`config.mk`:
```
export PLATFORM = sky130hd
export DESIGN_NAME = npc_lsu_flat
export DESIGN_NICKNAME = d
export VERILOG_FILES = /design/src/rtl/npc_pkg.sv /design/src/rtl/npc_lsu_if.sv /design/src/rtl/npc_lsu_ext.sv /design/src/rtl/npc_lsu.sv /design/src/flat_wrapper.sv
export SDC_FILE = /design/constraint.sdc
export NUM_CORES = 1
export LEC_CHECK = 0
export CAP_MARGIN = 20
export CORE_ASPECT_RATIO = 0.5
export CORE_MARGIN = 2
export CORE_UTILIZATION = 42
export CTS_BUF_LIST = sky130_fd_sc_hd__clkbuf_2 sky130_fd_sc_hd__clkbuf_4 sky130_fd_sc_hd__clkbuf_8
export DETAILED_ROUTE_END_ITERATION = 10
export GPL_ROUTABILITY_DRIVEN = 0
export GPL_TIMING_DRIVEN = 0
export PLACE_DENSITY_LB_ADDON = 0.05
export SLEW_MARGIN = 10
export SYNTH_ARGS = -nofsm -noshare
export SYNTH_HDL_FRONTEND = slang
export SYNTH_SLANG_ARGS = --single-unit
export TNS_END_PERCENT = 100
```
`constraint.sdc`:
```
create_clock -name clk -period 4 [get_ports clk]
set_clock_uncertainty 0.05 [all_clocks]
set_input_delay 0.8 -clock clk [delete_from_list [all_inputs] [get_ports clk]]
set_output_delay 0.8 -clock clk [all_outputs]
set_load 0.02 [all_outputs]
```
`src/rtl/npc_pkg.sv`:
```
// Shared definitions for the npc load/store path.
// Funct3 codes, LSU state encoding and store byte masks.
package npc_pkg;

  localparam logic [2:0] F3_B  = 3'b000;
  localparam logic [2:0] F3_H  = 3'b001;
  localparam logic [2:0] F3_W  = 3'b010;
  localparam logic [2:0] F3_BU = 3'b100;
  localparam logic [2:0] F3_HU = 3'b101;

  localparam logic [7:0] WMASK_B = 8'h01;
  localparam logic [7:0] WMASK_H = 8'h03;
  localparam logic [7:0] WMASK_W = 8'h0F;

  typedef enum logic [1:0] {
    LSU_IDLE,
    LSU_ACCESS,
    LSU_WAIT,
    LSU_RESP
  } lsu_state_t;

  function automatic logic [31:0] size_bytes(
    input logic [1:0] sz
  );
    logic [31:0] n;
    n = 32'd4;
    unique case (1'b1)
      (sz == 2'b00): n = 32'd1;
      (sz == 2'b01): n = 32'd2;
      default:       n = 32'd4;
    endcase
    return n;
  endfunction

  function automatic logic [7:0] wmask_of(
    input logic [1:0] sz
  );
    logic [7:0] m;
    m = WMASK_W;
    unique case (1'b1)
      (sz == 2'b00): m = WMASK_B;
      (sz == 2'b01): m = WMASK_H;
      default:       m = WMASK_W;
    endcase
    return m;
  endfunction

endpackage

```
`src/rtl/npc_lsu_if.sv`:
```
// Request, response and data-memory signals of the LSU.
// slave is the LSU side; master is the execute stage plus memory.
interface npc_lsu_if;

  logic        in_valid;
  logic        in_ready;
  logic        in_ren;
  logic        in_wen;
  logic [2:0]  in_funct3;
  logic [31:0] in_addr;
  logic [31:0] in_wdata;

  logic        out_valid;
  logic        out_ready;
  logic [31:0] out_rdata;
  logic        out_err;

  logic        mem_valid;
  logic [31:0] mem_rlen;
  logic [31:0] mem_raddr;
  logic [31:0] mem_rdata;
  logic        mem_wen;
  logic [31:0] mem_waddr;
  logic [31:0] mem_wdata;
  logic [7:0]  mem_wmask;

  modport slave (
    input  in_valid, in_ren, in_wen,
    input  in_funct3, in_addr, in_wdata,
    output in_ready,
    output out_valid, out_rdata, out_err,
    input  out_ready,
    output mem_valid, mem_rlen, mem_raddr,
    input  mem_rdata,
    output mem_wen, mem_waddr, mem_wdata,
    output mem_wmask
  );

  modport master (
    output in_valid, in_ren, in_wen,
    output in_funct3, in_addr, in_wdata,
    input  in_ready,
    input  out_valid, out_rdata, out_err,
    output out_ready,
    input  mem_valid, mem_rlen, mem_raddr,
    output mem_rdata,
    input  mem_wen, mem_waddr, mem_wdata,
    input  mem_wmask
  );

endinterface

```
`src/rtl/npc_lsu_ext.sv`:
```
// Load-data extender and request legality/alignment checker.
// Purely combinational; checker and extender have separate inputs.
module npc_lsu_ext
  import npc_pkg::*;
(
  input  logic        chk_load,
  input  logic [2:0]  chk_f3,
  input  logic [1:0]  chk_addr,
  output logic        chk_err,
  input  logic [2:0]  ext_f3,
  input  logic [31:0] ext_raw,
  output logic [31:0] ext_data
);

  logic legal;
  logic mis;

  always_comb begin
    legal = (chk_f3 == F3_B)
         || (chk_f3 == F3_H)
         || (chk_f3 == F3_W)
         || (chk_load && (chk_f3 == F3_BU))
         || (chk_load && (chk_f3 == F3_HU));
    mis = ((chk_f3[1:0] == 2'b01) && chk_addr[0])
       || ((chk_f3[1:0] == 2'b10) && (chk_addr != 2'b00));
    chk_err = !legal || mis;
  end

  always_comb begin
    ext_data = ext_raw;
    unique case (1'b1)
      (ext_f3 == F3_B):
        ext_data = {{24{ext_raw[7]}}, ext_raw[7:0]};
      (ext_f3 == F3_BU):
        ext_data = {24'd0, ext_raw[7:0]};
      (ext_f3 == F3_H):
        ext_data = {{16{ext_raw[15]}}, ext_raw[15:0]};
      (ext_f3 == F3_HU):
        ext_data = {16'd0, ext_raw[15:0]};
      default:
        ext_data = ext_raw;
    endcase
  end

endmodule

```
`src/rtl/npc_lsu.sv`:
```
// Non-pipelined load/store unit: one op in flight, fixed-latency
// memory access, extended load data returned through a handshake.
module npc_lsu
  import npc_pkg::*;
#(
  parameter int unsigned LATENCY = 1
) (
  input  logic      clk,
  input  logic      rst,
  npc_lsu_if.slave  bus
);

  localparam bit HAS_WAIT = (LATENCY != 0);
  localparam logic [3:0] CNT_INIT =
    HAS_WAIT ? 4'(LATENCY - 1) : 4'd0;

  lsu_state_t  state;
  lsu_state_t  state_n;
  logic        ld_q;
  logic        st_q;
  logic        err_q;
  logic [2:0]  f3_q;
  logic [31:0] addr_q;
  logic [31:0] wdata_q;
  logic [31:0] rdata_q;
  logic [3:0]  cnt_q;

  logic        accept;
  logic        ld_in;
  logic        st_in;
  logic        chk_err;
  logic [31:0] ext_data;

  assign ld_in  = bus.in_ren;
  assign st_in  = bus.in_wen && !bus.in_ren;
  assign accept = bus.in_valid && bus.in_ready;

  npc_lsu_ext u_ext (
    .chk_load (bus.in_ren),
    .chk_f3   (bus.in_funct3),
    .chk_addr (bus.in_addr[1:0]),
    .chk_err  (chk_err),
    .ext_f3   (f3_q),
    .ext_raw  (bus.mem_rdata),
    .ext_data (ext_data)
  );

  always_ff @(posedge clk or posedge rst) begin
    if (rst) state <= LSU_IDLE;
    else     state <= state_n;
  end

  always_comb begin
    state_n = state;
    unique case (state)
      LSU_IDLE: begin
        if (accept) begin
          if (!(ld_in || st_in)) state_n = LSU_RESP;
          else if (chk_err)      state_n = LSU_RESP;
          else                   state_n = LSU_ACCESS;
        end
      end
      LSU_ACCESS:
        state_n = HAS_WAIT ? LSU_WAIT : LSU_RESP;
      LSU_WAIT:
        if (cnt_q == 4'd0) state_n = LSU_RESP;
      LSU_RESP:
        if (bus.out_ready) state_n = LSU_IDLE;
      default:
        state_n = LSU_IDLE;
    endcase
  end

  // Load data is extended as it is captured, so RESP only holds it.
  always_ff @(posedge clk or posedge rst) begin
    if (rst) begin
      ld_q    <= 1'b0;
      st_q    <= 1'b0;
      err_q   <= 1'b0;
      f3_q    <= 3'd0;
      addr_q  <= 32'd0;
      wdata_q <= 32'd0;
      rdata_q <= 32'd0;
      cnt_q   <= 4'd0;
    end else begin
      if (accept) begin
        ld_q    <= ld_in;
        st_q    <= st_in;
        err_q   <= (ld_in || st_in) && chk_err;
        f3_q    <= bus.in_funct3;
        addr_q  <= bus.in_addr;
        wdata_q <= bus.in_wdata;
        rdata_q <= 32'd0;
      end
      if (state == LSU_ACCESS) begin
        cnt_q <= CNT_INIT;
        if (ld_q) rdata_q <= ext_data;
      end
      if ((state == LSU_WAIT) && (cnt_q != 4'd0))
        cnt_q <= cnt_q - 4'd1;
    end
  end

  always_comb begin
    bus.in_ready  = (state == LSU_IDLE) && !rst;
    bus.out_valid = 1'b0;
    bus.out_rdata = 32'd0;
    bus.out_err   = 1'b0;
    bus.mem_valid = 1'b0;
    bus.mem_rlen  = 32'd0;
    bus.mem_raddr = 32'd0;
    bus.mem_wen   = 1'b0;
    bus.mem_waddr = 32'd0;
    bus.mem_wdata = 32'd0;
    bus.mem_wmask = 8'd0;
    unique case (1'b1)
      (state == LSU_ACCESS) && ld_q: begin
        bus.mem_valid = 1'b1;
        bus.mem_raddr = addr_q;
        bus.mem_rlen  = size_bytes(f3_q[1:0]);
      end
      (state == LSU_ACCESS) && st_q: begin
        bus.mem_wen   = 1'b1;
        bus.mem_waddr = addr_q;
        bus.mem_wdata = wdata_q;
        bus.mem_wmask = wmask_of(f3_q[1:0]);
      end
      (state == LSU_RESP): begin
        bus.out_valid = 1'b1;
        bus.out_rdata = rdata_q;
        bus.out_err   = err_q;
      end
      default: ;
    endcase
  end

endmodule

```
`src/flat_wrapper.sv`:
```
// flat-port wrapper written by rule: the top's interface ports become plain ports
module npc_lsu_flat import npc_pkg::*;
#(
  parameter int unsigned LATENCY = 1
)
  (clk, rst, bus_in_valid, bus_in_ren, bus_in_wen, bus_in_funct3, bus_in_addr, bus_in_wdata, bus_in_ready, bus_out_valid, bus_out_rdata, bus_out_err, bus_out_ready, bus_mem_valid, bus_mem_rlen, bus_mem_raddr, bus_mem_rdata, bus_mem_wen, bus_mem_waddr, bus_mem_wdata, bus_mem_wmask);
  npc_lsu_if bus_i ();
  input  logic clk;
  input  logic rst;
  input wire logic [$bits(bus_i.in_valid)-1:0] bus_in_valid;
  input wire logic [$bits(bus_i.in_ren)-1:0] bus_in_ren;
  input wire logic [$bits(bus_i.in_wen)-1:0] bus_in_wen;
  input wire logic [$bits(bus_i.in_funct3)-1:0] bus_in_funct3;
  input wire logic [$bits(bus_i.in_addr)-1:0] bus_in_addr;
  input wire logic [$bits(bus_i.in_wdata)-1:0] bus_in_wdata;
  output wire logic [$bits(bus_i.in_ready)-1:0] bus_in_ready;
  output wire logic [$bits(bus_i.out_valid)-1:0] bus_out_valid;
  output wire logic [$bits(bus_i.out_rdata)-1:0] bus_out_rdata;
  output wire logic [$bits(bus_i.out_err)-1:0] bus_out_err;
  input wire logic [$bits(bus_i.out_ready)-1:0] bus_out_ready;
  output wire logic [$bits(bus_i.mem_valid)-1:0] bus_mem_valid;
  output wire logic [$bits(bus_i.mem_rlen)-1:0] bus_mem_rlen;
  output wire logic [$bits(bus_i.mem_raddr)-1:0] bus_mem_raddr;
  input wire logic [$bits(bus_i.mem_rdata)-1:0] bus_mem_rdata;
  output wire logic [$bits(bus_i.mem_wen)-1:0] bus_mem_wen;
  output wire logic [$bits(bus_i.mem_waddr)-1:0] bus_mem_waddr;
  output wire logic [$bits(bus_i.mem_wdata)-1:0] bus_mem_wdata;
  output wire logic [$bits(bus_i.mem_wmask)-1:0] bus_mem_wmask;
  assign bus_i.in_valid = bus_in_valid;
  assign bus_i.in_ren = bus_in_ren;
  assign bus_i.in_wen = bus_in_wen;
  assign bus_i.in_funct3 = bus_in_funct3;
  assign bus_i.in_addr = bus_in_addr;
  assign bus_i.in_wdata = bus_in_wdata;
  assign bus_in_ready = bus_i.in_ready;
  assign bus_out_valid = bus_i.out_valid;
  assign bus_out_rdata = bus_i.out_rdata;
  assign bus_out_err = bus_i.out_err;
  assign bus_i.out_ready = bus_out_ready;
  assign bus_mem_valid = bus_i.mem_valid;
  assign bus_mem_rlen = bus_i.mem_rlen;
  assign bus_mem_raddr = bus_i.mem_raddr;
  assign bus_i.mem_rdata = bus_mem_rdata;
  assign bus_mem_wen = bus_i.mem_wen;
  assign bus_mem_waddr = bus_i.mem_waddr;
  assign bus_mem_wdata = bus_i.mem_wdata;
  assign bus_mem_wmask = bus_i.mem_wmask;
  npc_lsu #(.LATENCY(LATENCY)) u_core (.clk(clk), .rst(rst), .bus(bus_i));
endmodule
```
Figure 1. Metal 1.
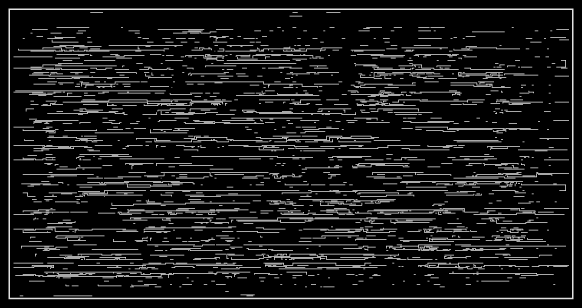
The longest straight run is 45.1 microns. 816 nets have wire on it. The layer holds 41% of the routed length.

Figure 2. The metal 2 layer.
Bar = 50 microns. Cells faint in the background.
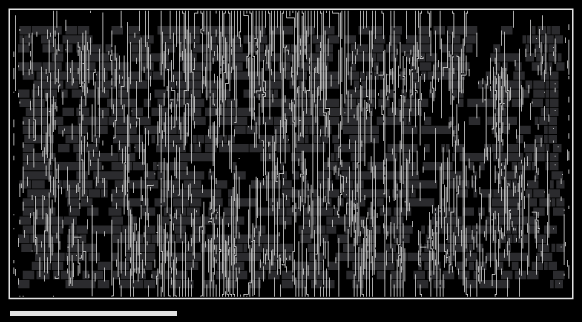
The longest straight run is 51.2 microns. The wires run mostly vertical. The layer carries 8680 microns of wire. 805 nets have wire on it. The layer holds 50% of the routed length.

==> results.toml <==
# generated from flow reports
[finish]
fillerInstances = 1061
nNetsFinal = 939
area_delta_synth_final_pct = 53.0
utilization_pct = 67.2
fin_area_sq_um = 8710
n_antenna_cell = 0

[final_timing]
max_clock_freq_ghz = 0.286
rsz0062_at_grt = "no"
setup_violations = 0
relSlewSlack_pct = 60.7
period_used_pct = 87.4
hold_violations = 0

[job]
maxCapViolCount = 0
tool_warnings = 30

[run_status]
status = "finished clean"

[critical_path]
cp.arrival_ns = 2.65
critPathCaptureType = "output pin"
cp-start-kind = "flip-flop"
r2r_start = "u_core.state[0]"
worst-path-buf-inv = 4
rrSetupSlack_ns = 2.12
worst-path-stages = 6
cp-startpoint = "u_core.state[1]"
crit_end = "bus_mem_waddr[31]"
cpPeakStageDelay_ns = 0.66
cp_top_family = "buffers and inverters"
crit_chain = "inv_1, ha_1, buf_2, clkbuf_1, and3_1, clkdlybuf4s50_1"
r2r-end = "u_core.wdata_q[26]"

[pwr]
ir_drop_mv = 0.302
p_total_mw = 5.18

[floorplanning]
ioPinCount = 278
dieHeight_microns = 86.3
floorplan.core_util_pct = 43.9
rows = 29
chipWidth_microns = 169
core_area_sq_um = 13000

[detailed_routing]
vias_per_cell = 4.97
drc_errors = 0
wirelength_microns = 17400
wl_met3_microns = 1510
vias = 4972
postRouteAntennaNets = 0
drtPass1Iterations = 4
drt-met1-wl_microns = 7050
wire_per_inst_microns = 17.4

[grt]
grt_max_degree = 83
use_met2_pct = 42.7
antenna_found_initial = 0
grt-ovfl-total = 0

[yosys]
ys.warnings.count = 0
ys_seq_share_pct = 47.5
syn_area_sq_um = 5690
synth.avg_cell_area_sq_um = 10.5
adder_share_pct = 1.32
logic_family = "simple AND/OR/NAND/NOR gates"
ys.flops = 108
mux_share_pct = 15.7
synth-simple-area-share_pct = 21.0
netlist_instances = 540
synth_stat.cells = 540

[placement]
dp_slack_ns = 0.847
dpl.cell_count = 987

[clock_network]
htreeDepth = 3
cts_hold_buf = 0
cts_tree = "yes"
cts_num_sinks = 108
cts_buffers = 9
clock_latency_ns = 0.36

[hold_path]
hp-class = "flip-flop to flip-flop"
hold_depth = 2
[state kept, by name (all words and copies together), names as in the netlist]
register,flops
u_core.wdata_q,32
u_core.st_q,1
u_core.ld_q,1
u_core.addr_q,32
u_core.f3_q,3
u_core.err_q,1
u_core.state,2
u_core.cnt_q,4
u_core.rdata_q,32
[worst reg2reg max path, stage by stage (launching register included)]
cell,delay [ns]
dfrtp_1,0.40
inv_1,0.10
ha_1,0.22
nor2b_4,0.13
nand2_2,0.14
buf_2,0.34
mux2_2,0.39
[area by class of cell]
cell class | count | area [sq um] | share of cell area (%)
Buffer | 79 | 477 | 5.47
Clock buffer | 10 | 131 | 1.51
Clock inverter | 4 | 76.3 | 0.877
Inverter | 7 | 31.3 | 0.359
Multi-Input combinational cell | 378 | 2610 | 29.9
Sequential cell | 108 | 2700 | 31.0
Tap cell | 170 | 213 | 2.44
Timing Repair Buffer | 245 | 2470 | 28.4
[where the power goes]
part           switching (mW)  total, mW  internal [mW]  leakage (nW)
combinational            1.30       2.54           1.23          2.74
sequential              0.307       1.92           1.61          1.33
clock                   0.366      0.720          0.355         0.102
total                    1.97       5.18           3.20          4.18
[cell usage after synthesis (all sizes together)]
master  instances  share of area [%]
clkinv          1              0.066
nor3            2               0.37
nor4            1               0.11
or2             1               0.11
xnor2           1               0.15
dfrtp         108                 47
o22ai           1               0.11
and3           98                 11
nor2            3               0.20
buf            51                6.5
inv             6               0.40
conb            1              0.066
mux2i           4               0.70
nor3b           2               0.26
a21oi          34                3.0
nand2          30                2.1
mux2           68                 15
and2           35                3.8
nand2b          4               0.44
nand3          25                2.2
clkbuf         28                1.8
o21ai          26                2.3
nand3b          3               0.40
ha              6                1.3
nor2b           1               0.24
No activity file was given, so power comes from the tool's default toggle rates.
